--- config.mk ---
export PLATFORM = sky130hd
export DESIGN_NAME = ahb_arbiter
export DESIGN_NICKNAME = d
export VERILOG_FILES = /design/src/rtl/ahb_arbiter.sv
export SDC_FILE = /design/constraint.sdc
export NUM_CORES = 1
export LEC_CHECK = 0
export CORE_AREA = 2 2 72 74
export DETAILED_ROUTE_END_ITERATION = 10
export DIE_AREA = 0 0 74 76
export GPL_TIMING_DRIVEN = 0
export HOLD_SLACK_MARGIN = 0.15
export MAX_ROUTING_LAYER = met4
export SETUP_SLACK_MARGIN = 0.5
export SLEW_MARGIN = 30
export SYNTH_ARGS = -nofsm -noshare
export SYNTH_HDL_FRONTEND = slang
export SYNTH_SLANG_ARGS = --single-unit
--- constraint.sdc ---
create_clock -name CLK_ARBITER -period 3.5 [get_ports CLK_ARBITER]
set_input_delay 0.7 -clock CLK_ARBITER [delete_from_list [all_inputs] [get_ports CLK_ARBITER]]
set_output_delay 0.7 -clock CLK_ARBITER [all_outputs]
set_load 0.03 [all_outputs]
--- src/rtl/ahb_arbiter.sv ---
// AHB bus arbiter for four masters: round-robin grant, fixed/INCR burst
// tracking, bounded hold for undefined-length INCR bursts, and registered
// address-phase / data-phase owner outputs.
// Optional feature: define AHB_ARBITER_LOCK_EN to honour HLOCK (locked
// transfers keep the grant). Without it HLOCK is ignored.
module ahb_arbiter #(
  parameter int DEFAULT_MASTER = 0,
  parameter int MAX_HOLD       = 16
) (
  input  logic       CLK_ARBITER,
  input  logic       RESET_ARBITER,
  input  logic [3:0] HBUSREQ,
  input  logic [1:0] HTRANS,
  input  logic [2:0] HBURST,
  input  logic       HREADY,
  input  logic [3:0] HLOCK,
  output logic [3:0] HGRANT,
  output logic [1:0] HMASTER,
  output logic [1:0] HMASTER_DATA
);

  localparam int              HOLD_W   = $clog2(MAX_HOLD + 1);
  localparam logic [HOLD_W-1:0] HOLD_MAX = HOLD_W'(MAX_HOLD);
  localparam logic [1:0]      DEF_IDX  = 2'(DEFAULT_MASTER);
  localparam logic [1:0]      TR_IDLE   = 2'b00;
  localparam logic [1:0]      TR_NONSEQ = 2'b10;
  localparam logic [1:0]      TR_SEQ    = 2'b11;

  typedef enum logic [1:0] {
    S_IDLE,
    S_BURST,
    S_HANDOVER
  } state_t;

  state_t              r_state;
  logic [3:0]          r_hgrant;
  logic [1:0]          r_hmaster;
  logic [1:0]          r_hmaster_data;
  logic [4:0]          r_beat_cnt;
  logic [4:0]          r_burst_len;
  logic                r_incr;
  logic [HOLD_W-1:0]   r_hold_cnt;

  logic                w_accept;
  logic                w_nonseq;
  logic                w_seq;
  logic [4:0]          w_len;
  logic [4:0]          w_beat_next;
  logic [HOLD_W-1:0]   w_hold_next;
  logic                w_others;
  logic                w_arb;
  logic                w_lock_hold;
  logic [1:0]          w_winner;
  logic                w_change;

  assign HGRANT       = r_hgrant;
  assign HMASTER      = r_hmaster;
  assign HMASTER_DATA = r_hmaster_data;

  // Round-robin search starting just above the current owner; the owner
  // itself is tried last, and DEFAULT_MASTER wins when nobody requests.
  function automatic logic [1:0] f_rr_winner(input logic [1:0] cur,
                                             input logic [3:0] req);
    logic [1:0] idx;
    f_rr_winner = DEF_IDX;
    for (int k = 4; k >= 1; k--) begin
      idx = cur + 2'(k);
      if (req[idx]) f_rr_winner = idx;
    end
  endfunction

  assign w_accept    = HREADY && HTRANS[1];
  assign w_nonseq    = w_accept && (HTRANS == TR_NONSEQ);
  assign w_seq       = w_accept && (HTRANS == TR_SEQ);
  assign w_beat_next = r_beat_cnt + 5'(w_seq);
  assign w_hold_next = (r_hold_cnt == HOLD_MAX) ? HOLD_MAX
                                                : r_hold_cnt + HOLD_W'(w_accept);
  assign w_others    = |(HBUSREQ & ~r_hgrant);
  assign w_winner    = f_rr_winner(r_hmaster, HBUSREQ);

`ifdef AHB_ARBITER_LOCK_EN
  assign w_lock_hold = HLOCK[r_hmaster];
`else
  logic w_unused_hlock;
  assign w_unused_hlock = ^HLOCK;
  assign w_lock_hold    = 1'b0;
`endif

  // Burst length decode; 0 stands for the unbounded INCR burst.
  always_comb begin
    // NOTE: every combinational output gets a default first so no path
    // through the case can leave it unassigned and infer a latch.
    w_len = 5'd16;
    case (HBURST)
      3'b000:         w_len = 5'd1;
      3'b001:         w_len = 5'd0;
      3'b010, 3'b011: w_len = 5'd4;
      3'b100, 3'b101: w_len = 5'd8;
      default:        w_len = 5'd16;
    endcase
  end

  // Arbitration-point detection for the current state and bus activity.
  always_comb begin
    w_arb = 1'b0;
    case (r_state)
      S_IDLE:  w_arb = (HTRANS == TR_IDLE) || (w_nonseq && (HBURST == 3'b000));
      S_BURST: w_arb = (HTRANS == TR_IDLE)
                    || (!r_incr && w_seq && (w_beat_next == r_burst_len))
                    || (r_incr && (w_hold_next == HOLD_MAX) && w_others);
      default: w_arb = 1'b0;
    endcase
  end

  assign w_change = w_arb && !w_lock_hold && (w_winner != r_hmaster);

  // Arbiter FSM with registered grant/owner outputs; frozen while HREADY=0.
  always_ff @(posedge CLK_ARBITER or negedge RESET_ARBITER) begin
    if (!RESET_ARBITER) begin
      r_state        <= S_IDLE;
      r_hgrant       <= 4'b0001 << DEF_IDX;
      r_hmaster      <= DEF_IDX;
      r_hmaster_data <= DEF_IDX;
      r_beat_cnt     <= '0;
      r_burst_len    <= '0;
      r_incr         <= 1'b0;
      r_hold_cnt     <= '0;
    end else if (HREADY) begin
      // NOTE: non-blocking assignments here so every register samples the
      // pre-edge values, e.g. HMASTER_DATA takes the old HMASTER.
      r_hmaster_data <= r_hmaster;
      r_beat_cnt     <= w_beat_next;
      r_hold_cnt     <= w_change ? '0 : w_hold_next;
      if (w_arb) begin
        if (w_change) begin
          r_hgrant  <= 4'b0001 << w_winner;
          r_hmaster <= w_winner;
          r_state   <= S_HANDOVER;
        end else begin
          r_state   <= S_IDLE;
        end
      end else if (w_nonseq && (HBURST != 3'b000)) begin
        r_burst_len <= w_len;
        r_incr      <= (HBURST == 3'b001);
        r_beat_cnt  <= 5'd1;
        r_state     <= S_BURST;
      end else if (w_nonseq || (r_state == S_HANDOVER)) begin
        r_state <= S_IDLE;
      end
    end
  end

endmodule

Figure 1. Metal 1 (run 1).
The bar under the picture is 20 microns long.
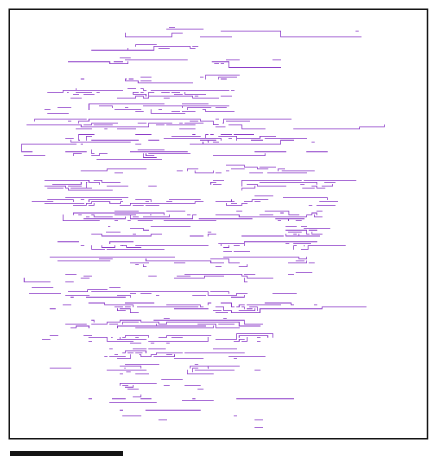
The layer holds 50% of the routed length. The longest straight run is 22.1 microns. 195 nets have wire on it. The wires run mostly horizontal.

Figure 2. Signal wires on met2 (run 1).
The bar under the picture is 20 microns long. Cells faint in the background.
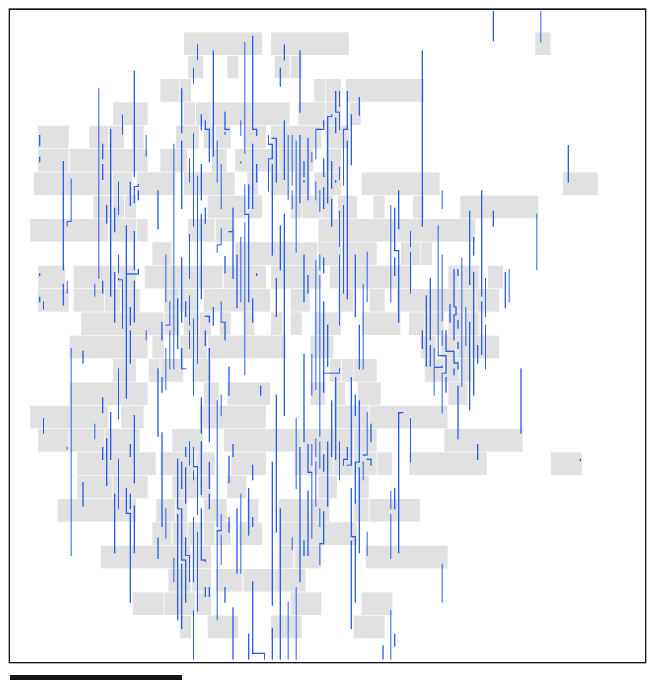
181 nets have wire on it. The wires run mostly vertical. The longest straight run is 26.2 microns. The layer holds 46% of the routed length.

Figure 3. Met3 routing (run 1).
The bar under the picture is 20 microns long. Cells faint in the background.
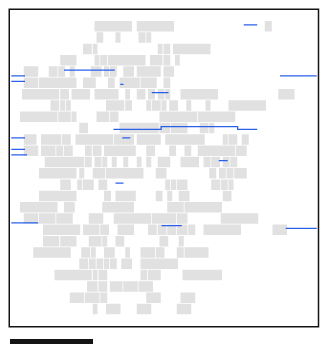
The wires run mostly horizontal. The longest straight run is 18.4 microns. The layer carries 101 microns of wire. 14 nets have wire on it. The layer holds 2.8% of the routed length.
routing usage on met3: 2.38%
Post-Route WL: 3630 microns
via count: 1374

==> Slide: Implementation Results, run 1 <==
Run Summary

Yosys
  • Syn Inst Count: 174
  • Yosys reg bits: 25
  • Top area cell types: dfrtp_1, o21ai_0, nand3_1, ha_1, nor2b_1
  • Area share, top type: between 30% and 40%
  • Post-Syn Nets: 194
  • Synth cell count leaders: dfrtp_1, o21ai_0, inv_1
  • Syn Area/Cell: 9.40 sq um
  • Cell area after synthesis: between 1500 and 2000 sq um
  • Synth cell types: 51
  • YS warnings: 0
  • Cell type with the largest total area: dfrtp_1
  • Flip-flops with a built-in enable: 0
  • Top-count cell post-synth: dfrtp_1
  • Post-synth seq share: 38.3%
  • # Cells Yosys: between 150 and 200
  • Chip area estimate from yosys synthesis: 1640 sq um
  • Async SR Flop Fraction: 100%
  • Ys flop type: dfrtp_1

Final layout
  • # clk buffers: 4
  • Buffering overhead: around an eighth
  • Inverters: 13
  • Bufs w/o clock: 28
  • Proportion of layout cells with a drive suffix above 1: 16.9%
  • Final instance area: 2050 sq um
  • Top cell category: combinational gates
  • Fin nets: 222
  • ClkCell Share: between 2 and 2.5%
  • Area growth syn-to-layout: 25.5%
  • Flops: 25
  • MI comb cells: 131
  • FF+latch area: 627 sq um
  • Logic share of the area: 48.7%
  • Flop share of the area: between 30% and 40%
  • Finished Core Util: 41.8%
  • N_diodes: 0
  • Fillers: 490
  • Comb. cell area: 998 sq um

Clocking
  • Cts repair resizes: 8
  • Total CTS buffers: 3
  • # hold bufs at CTS: 0
  • Clock buffer depth: 2
  • Clock H-tree levels: 1
  • CTS tree: yes
  • Post-CTS Setup Bufs: 5
  • Worst skew pair latency: between 0.2 and 0.3 ns
  • Clock-pin slew on the worst setup and hold paths: 0.09 ns
  • Clock sink count: 25
  • CTS Root Cell: clkbuf_8

GRT
  • Initial antenna violation count: 0
  • GRT Total Usage: 14.7%
  • First-pass GRT wire length: between 6000 and 7000 microns
  • Vias in the first global route: 1341
  • Largest net degree at the start of global routing: 26
  • Total congestion overflow: 0

Route
  • Via-to-Cell Ratio: 5.07
  • Wire per inst: 13.4 microns
  • 1st-iter DRT viols: 52
  • Drt first pass iters: 4
  • Antenna viol nets, final: 0
  • DRC viols: 0

Die
  • Core box area: slightly below 5000 sq um
  • Die height: about 76 microns
  • Die W: ~74 microns
  • DIE AREA: between 5000 and 6000 sq um
  • Rows: 26
  • Io pins: 24
  • Well Taps: 70
  • Fp_density: about a third

Timing
  • Max Slew Vio Count: 0
  • Peak Freq: 347 MHz
  • Minimum clock period: 2.88 ns
  • Slew HR: 51.5%
  • Cycle use final: ~82%
  • Finish-stage setup viols: 0
  • Final Skew: 0.00401 ns
  • RSZ-0062 raised after global routing: yes
  • Final hold viol count: 0
  • Worst Setup Slack, final: 0.617 ns
  • Worst slew pin tran: 0.721 ns

Pwr
  • Leakage: ~0.86 nW
  • P per Cell Area: between 700 and 800 nW/um^2
  • VDD IR max: 0.000302 V

Worst setup path
  • Critical path origin: HTRANS[0]
  • Arr. time, crit path: 3.07 ns
  • CP endpoint kind: flop
  • Critical Path RT: 3.68 ns
  • Critical Path End: r_hold_cnt[2]
  • Crit Reg-Reg Startpoint: r_hold_cnt[0]
  • Worst setup path category: in2reg
  • Crit path max fanout: 6
  • Reg2reg setup slack: 1.09 ns
  • Worst R2R Path Depth: 8
  • R2R Path End: HMASTER[0]
  • CP startpoint kind: input port

Placement
  • Post-DP HPWL: between 2000 and 3000 microns
  • Worst slack, placed: -0.0797 ns
  • DP Area: 1900 sq um
  • Port buffer count: 18
  • Routability-driven placement congestion ratio: 0.793

Job
  • Log Warnings: 31
  • Maxcap violations: 0

Run status
  • Outcome: completed

Hold path
  • HP Class: in2async
## run 1: layout by cell type (no fill, tap or decap), types with 6 or more instances in the layout
master / instances
inv_1: 13
dfrtp_1: 24
nand3_1: 12
nor2_1: 10
o21ai_0: 14
nand2_1: 10
clkdlybuf4s50_1: 16
o22ai_1: 6
nor2b_1: 8
## run 1: routing by layer
layer / vias up / share of wire [%] / track usage, %
li1: 690 / - / -
met1: 657 / 50 / 20.3
met2: 22 / 46 / 22.2
met3: 5 / 2.8 / 2.38
met4: 0 / 1.3 / 4.36
met5: - / 0 / -
## run 1: power breakdown
part           switching, W  internal [W]
Clock             0.0000931     0.0000815
Combinational      0.000424      0.000371
Sequential         0.000123      0.000411
Total              0.000640      0.000864
## run 1: through the flow
stage,std cells,total power [W],TNS [ns],hold WS [ns]
2_1_floorplan,174,0.00102,0,0.404
3_3_place_gp,262,0.00123,-0.197,0.486
3_5_place_dp,262,0.00124,-0.221,0.495
4_1_cts,271,0.00148,0,0.441
5_1_grt,271,0.00162,0,0.476
6_report,271,0.00150,0,0.422
## run 1: worst max-delay path, stage by stage
cell and delay (ns):
clkdlybuf4s50_1 0.52, and3_1 0.25, ha_1 0.20, ha_1 0.24, o21ai_0 0.13, o311ai_2 0.18
a311oi_4 0.35, buf_4 0.18, o21ai_0 0.09, o22ai_1 0.22
## run 1: cells by family after synthesis
logic type	Yosys count	share of synthesized area, %
AND-OR/OR-AND	47	22.5
XOR/XNOR	6	3.21
adder cells (fa/ha/maj)	4	3.06
buffers and inverters	18	5.05
flip-flops	25	38.3
multiplexers	5	3.44
AND/OR/NAND/NOR	69	24.4
## run 1: state kept, by name, summed over array words and instances, names as in the netlist
name and count:
HGRANT 4, HMASTER_DATA 2, HMASTER 2, r_incr 1, r_hold_cnt 5, r_burst_len 4, r_state 2, r_beat_cnt 5
==> run 2: changes to the inputs <==
clock period = 2.9 ns   (was 3.5 ns; I/O delays follow)
Figure 4. Routing congestion map (run 2).
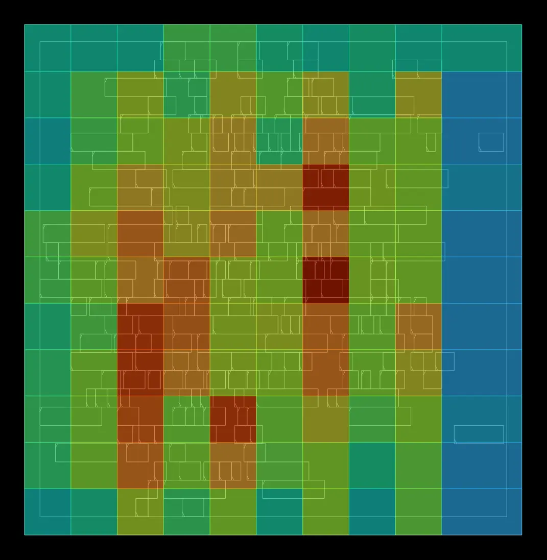
wire per inst: 14.4 microns
Finished Core Util: 45.5%
GR Util met2: 23.3%
routing usage on met3: 1.59%
grt peak-use layer: met2

==> Slide: Implementation Results, run 2 <==
Run Summary

Pwr
  • Comb pwr: roughly 0.0011 W
  • Sequential share of power: 33.6%
  • Sw Ratio: 43.2%
  • Pwr top: combinational logic
  • Internal power: 0.00112 W
  • VDD IR max: 0.000390 V
  • Clock network power: 0.000211 W
  • Combinational fraction of design power: approximately 56%
  • Seq. pwr: between 0.0006 and 0.0007 W
  • Leakage: 0.966 nW
  • P per Cell Area: 879 nW/um^2
  • NetSw: 0.000849 W
  • Clk pwr share: a little over a tenth
  • Total Power: roughly 0.002 W

Worst setup path
  • CP endpoint kind: flop
  • CP startpoint kind: input port
  • Arr. time, crit path: 2.49 ns
  • Reg2reg setup slack: ~0.59 ns
  • Slowest stage cell, crit path: or3_4
  • Critical Path End: r_beat_cnt[0]
  • Crit path max fanout: 8
  • CP delay by family, top: AND-OR/OR-AND gates
  • Most frequent CP cell: ha_4
  • Levels on crit path: 12
  • Slowest Stage Delay on Critical Path: between 0.3 and 0.4 ns
  • Critical Path RT: ~3 ns
  • Critical path origin: HTRANS[1]
  • Crit Reg-Reg Startpoint: r_hold_cnt[0]
  • R2R Path End: r_beat_cnt[0]
  • Worst setup path category: in2reg
  • Worst R2R Path Depth: 9
  • Cell breakdown of the critical path: buf_8 > nand2_4 > inv_2 > ha_4 > ha_4 > xor2_1 > or3_4 > a221oi_4 > buf_4 > o21ba_4 > buf_6 > a31oi_4
  • CP Buf/Inv Count: 4

Yosys
  • Flip-flops with a built-in enable: 0
  • Top area cell types: dfrtp_1, o21ai_0, nand3_1, ha_1, nor2b_1
  • Synth cell count leaders: dfrtp_1, o21ai_0, inv_1
  • Area share, top type: 36.7%
  • Async SR Flop Fraction: 100%
  • Post-Syn Nets: 194
  • Yosys reg bits: 25
  • YS warnings: 0
  • Synth cell types: between 50 and 60
  • Ys flop type: dfrtp_1
  • Cell type with the largest total area: dfrtp_1
  • Top-count cell post-synth: dfrtp_1
  • Syn Inst Count: 174
  • Syn Area/Cell: 9.40 sq um
  • # Cells Yosys: about 170
  • Cell area after synthesis: about 1600 sq um
  • Post-synth seq share: 38.3%
  • Chip area estimate from yosys synthesis: 1640 sq um

Timing
  • Peak Freq: approximately 420 MHz
  • Final hold viol count: 0
  • Slew HR: ~44%
  • Worst slew pin tran: 0.829 ns
  • Total Negative Setup Slacks: 0 ns
  • Max Slew Vio Count: 0
  • Final Skew: 0.00201 ns
  • Finish-stage setup viols: 0
  • RSZ-0062 raised after global routing: yes
  • Cycle use final: 81.5%
  • Minimum clock period: 2.36 ns

Placement
  • Routability-driven placement congestion ratio: 0.803
  • DP Area: 1970 sq um
  • Post-DP HPWL: 2690 microns
  • Port buffer count: 18

Final layout
  • Top Registers: r_beat_cnt (5), r_hold_cnt (5)
  • Area growth syn-to-layout: 36.7%
  • Most numerous logic cells after layout: dfrtp_1, buf_4, inv_1, nand3_1, nor2_1
  • Most frequent logic cell in the layout: dfrtp_1
  • Proportion of layout cells with a drive suffix above 1: 29.7%
  • Fillers: 484
  • Fin nets: 233
  • N_diodes: 0
  • Final instance area: ~2200 sq um

Die
  • Rows: 26
  • Die height: between 70 and 80 microns
  • Io pins: 24
  • Core box area: roughly 5000 sq um
  • Die W: 74 microns
  • Fp_density: approximately a third
  • DIE AREA: 5620 sq um

Clocking
  • CTS tree: yes
  • Total CTS buffers: 3
  • Clock sink count: 25
  • Clock H-tree levels: 1
  • CTS Root Cell: clkbuf_8
  • Clock buffer depth: 2
  • Worst skew pair latency: 0.27 ns
  • Clock-pin slew on the worst setup and hold paths: approximately 0.090 ns

Job
  • Maxcap violations: 0
  • Log Warnings: 32

Route
  • 1st-iter DRT viols: around 51
  • Post-Route WL: 4070 microns
  • DRC viols: 0
  • Via-to-Cell Ratio: 5.15
  • Via count: roughly 1500
  • Drt first pass iters: 4
  • Antenna viol nets, final: 0

GRT
  • First-pass GRT wire length: 6690 microns
  • Initial antenna violation count: 0
  • Largest net degree at the start of global routing: 26
  • Vias in the first global route: 1400
  • Total congestion overflow: 0
  • GRT Total Usage: 15.4%

Run status
  • Outcome: completed

Hold path
  • HP Class: in2async
## run 2: cell counts after synthesis
Identical to the previous run, type by type.
## run 2: what timing repair did
| item | 4_1_cts | 5_1_grt |
|---|---|---|
| gates cloned | 0 | 1 |
| hold buffers | 0 | 0 |
| buffers inserted | 13 | 2 |
| pin swaps | 11 | 11 |
| gates resized | 23 | 19 |
| endpoints found under the setup margin | 23 | 19 |
## run 2: layout make-up
class | instances | area [sq um] | share of cell area [%]
sequential | 25 | 627 | 28.0
clock buffer | 3 | 41.3 | 1.85
multi-input combinational | 131 | 1090 | 48.6
inverter | 13 | 48.8 | 2.18
timing repair buffer | 34 | 298 | 13.3
tap | 70 | 87.6 | 3.92
buffer | 5 | 42.5 | 1.90
clock inverter | 1 | 5.00 | 0.224
## run 2: layer usage
metal  global-route usage, %  routed length [microns]  vias up
met1                    21.1                     1940      709
met4                    6.18                      102        0
met5                       -                        0        -
li1                        -                        -      709
met2                    23.3                     1950       26
met3                    1.59                       87        8
## run 2: metrics by stage
stage | hold WS, ns | std cells | worst slack [ns]
after floorplan | 0.284 | 174 | 0.198
after global routing | 0.337 | 282 | 0.461
after detailed placement | 0.492 | 262 | -0.467
after global placement | 0.494 | 262 | -0.483
after CTS | 0.315 | 279 | 0.504
final | 0.298 | 282 | 0.537
## run 2: logic make-up (layout without fill, tap and decap cells)
logic type                 count (synthesis)  in the layout  synth area share, %
buffers and inverters                     18             56                 5.05
AOI/OAI and AO/OA                         47             47                 22.5
DFF                                       25             25                 38.3
muxes                                      5              5                 3.44
xor gates and xnor gates                   6              6                 3.21
and+or+nand+nor                           69             69                 24.4
adders and majority gates                  4              4                 3.06
==> run 3: changes to the inputs <==
clock period = 1.94 ns   (was 2.9 ns; I/O delays follow)
Figure 5. Local utilization (run 3).
The die is cut into 7 by 8 equal tiles; white is low, dark blue is high, 0 to 100% covered.
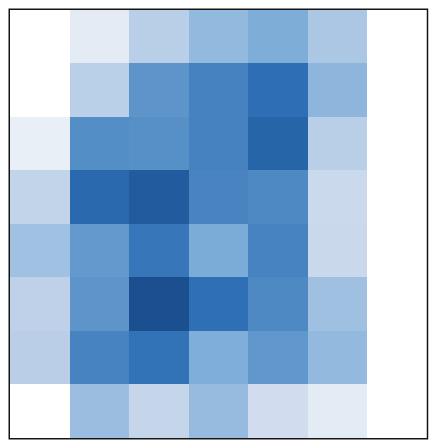
20% of the tiles are nearly empty. The fullest tile reaches 88%. 7.1% of the tiles are over 75% full.

==> Slide: Implementation Results, run 3 <==
Run Summary

Yosys
  • Chip area estimate from yosys synthesis: 1640 sq um
  • Cell type with the largest total area: dfrtp_1
  • Yosys reg bits: 25
  • Synth cell types: 51
  • Syn Area/Cell: 9.40 sq um
  • Post-Syn Nets: 194
  • Flip-flops with a built-in enable: 0
  • Area share, top type: 36.7%
  • Async SR Flop Fraction: 100%
  • Syn Inst Count: 174
  • Post-synth seq share: 38.3%
  • Ys flop type: dfrtp_1
  • Top-count cell post-synth: dfrtp_1
  • YS warnings: 0
  • Cell area after synthesis: 1640 sq um
  • Synth cell count leaders: dfrtp_1, o21ai_0, inv_1
  • Top area cell types: dfrtp_1, o21ai_0, nand3_1, ha_1, nor2b_1
  • # Cells Yosys: 174

Final layout
  • N_diodes: 0
  • Most frequent logic cell in the layout: dfrtp_1
  • Non-Filler Instances: roughly 280
  • Most numerous logic cells after layout: dfrtp_1, inv_1, nor2_1, buf_4
  • Proportion of layout cells with a drive suffix above 1: 34.9%
  • Top Registers: r_beat_cnt (5), r_hold_cnt (5)
  • Fin nets: ~230
  • Area growth syn-to-layout: 40.3%
  • Finished Core Util: around 47%

Clocking
  • Clock sink count: 25
  • Clock buffer depth: 2
  • Worst skew pair latency: 0.28 ns
  • Total CTS buffers: 3
  • Clock-pin slew on the worst setup and hold paths: around 0.10 ns
  • CTS tree: yes
  • Clock H-tree levels: 1
  • CTS Root Cell: clkbuf_8

Route
  • Via-to-Cell Ratio: 5.19
  • Wire per inst: about 14 microns
  • Antenna viol nets, final: 0
  • Post-Route WL: 4080 microns
  • DRC viols: 0
  • Via count: 1463
  • 1st-iter DRT viols: 35
  • Drt first pass iters: 4

Worst setup path
  • Slowest Stage Delay on Critical Path: about 0.52 ns
  • CP endpoint kind: flop
  • Crit path max fanout: 7
  • Slowest stage cell, crit path: or4b_4
  • Cell breakdown of the critical path: clkdlybuf4s50_1 > or4b_4 > a221oi_4 > nand4_4 > nor2_4 > mux2_4
  • Critical Path RT: 2.11 ns
  • Critical Path End: HMASTER[0]
  • CP delay by family, top: simple AND/OR/NAND/NOR gates
  • Arr. time, crit path: between 2 and 2.5 ns
  • R2R Path End: HMASTER[0]
  • Reg2reg setup slack: -0.37 ns
  • CP Buf/Inv Count: 1
  • Levels on crit path: 6
  • CP startpoint kind: input port
  • Critical path origin: HBURST[0]
  • Worst R2R Path Depth: 8
  • Worst setup path category: in2reg
  • Crit Reg-Reg Startpoint: r_hold_cnt[0]

Timing
  • RSZ-0062 raised after global routing: yes
  • Max Slew Vio Count: 0
  • Final hold viol count: 0
  • Worst hold margin: 0.429 ns
  • Finish-stage setup viols: 23
  • Peak Freq: 431 MHz
  • Final Skew: 0.00431 ns
  • Cycle use final: 119%
  • Worst Setup Slack, final: -0.378 ns
  • Worst slew pin tran: 0.714 ns
  • Minimum clock period: between 2 and 2.5 ns
  • Slew HR: 52.0%

Die
  • DIE AREA: 5620 sq um
  • Die W: 74 microns
  • Die height: about 76 microns
  • Rows: 26
  • Io pins: 24
  • Fp_density: 33.3%
  • Core box area: 4910 sq um

Placement
  • Routability-driven placement congestion ratio: 0.797
  • Dpl cells: about 260
  • Port buffer count: 18
  • Post-DP HPWL: 2730 microns

Pwr
  • P per Cell Area: between 1000 and 1500 nW/um^2
  • Leakage: 0.967 nW
  • VDD IR max: 0.000627 V

GRT
  • Largest net degree at the start of global routing: 26
  • GR Util met2: 24.9%
  • Routing usage on met3: 1.59%
  • Initial antenna violation count: 0
  • Grt peak-use layer: met2
  • GRT Total Usage: 15.7%
  • Total congestion overflow: 0
  • First-pass GRT wire length: 6710 microns
  • Met1 usage: 20.9%

Hold path
  • Hold Crit Depth: 3
  • HP Class: in2reg

Job
  • Log Warnings: 33
  • Maxcap violations: 0

Run status
  • Failing checks: setup timing
  • Outcome: complete, but fails checks
run 3: logic make-up (layout without fill, tap and decap cells):
logic type / count (synthesis) / count (layout) / synth area share, %
compound gates: 47 / 47 / 22.5
buf+inv: 18 / 56 / 5.05
simple gates: 69 / 69 / 24.4
mux: 5 / 5 / 3.44
fa+ha+maj: 4 / 4 / 3.06
xor+xnor: 6 / 6 / 3.21
flops: 25 / 25 / 38.3
run 3: timing repair:
| action | in CTS | in global routing |
|---|---|---|
| pin swaps | 11 | 6 |
| hold buffers | 1 | 0 |
| setup buffers | 11 | 3 |
| endpoints found under the setup margin | 31 | 28 |
| gates cloned | 1 | 0 |
| endpoints found under the hold margin | 24 | 0 |
| resized | 51 | 23 |
run 3: cell type report:
class | instances | area, sq um
fillers | 461 | 2620
multi-input cells | 131 | 1140
flip-flops and latches | 25 | 628
repair buffers | 34 | 304
well taps | 70 | 87.6
inverters | 13 | 48.8
plain buffers | 5 | 43.8
clock buffers | 3 | 41.3
clock inverters | 1 | 5.00
run 3: per-stage QoR:
step | power, W | area (sq um) | worst slack, ns | TNS (ns)
4_1_cts | 0.00286 | 2200 | -0.429 | -7.70
3_3_place_gp | 0.00234 | 1970 | -1.27 | -23.86
6_report | 0.00298 | 2290 | -0.378 | -7.29
2_1_floorplan | 0.00194 | 1700 | -0.570 | -8.66
5_1_grt | 0.00318 | 2290 | -0.441 | -9.11
3_5_place_dp | 0.00235 | 1970 | -1.27 | -23.89
run 3: power by group:
| group | switching, W | internal, W | total, W |
|---|---|---|---|
| registers | 0.000236 | 0.000744 | 0.000980 |
| clock network | 0.000182 | 0.000144 | 0.000326 |
| logic | 0.000873 | 0.000804 | 0.00168 |
run 3: routing by layer:
metal	part of all wire, %	vias up
met5	0	-
met4	1.4	0
met3	1.8	5
met2	51	16
met1	46	737
li1	-	705
Power figures rest on the tool's default switching activity, not on a simulated workload.
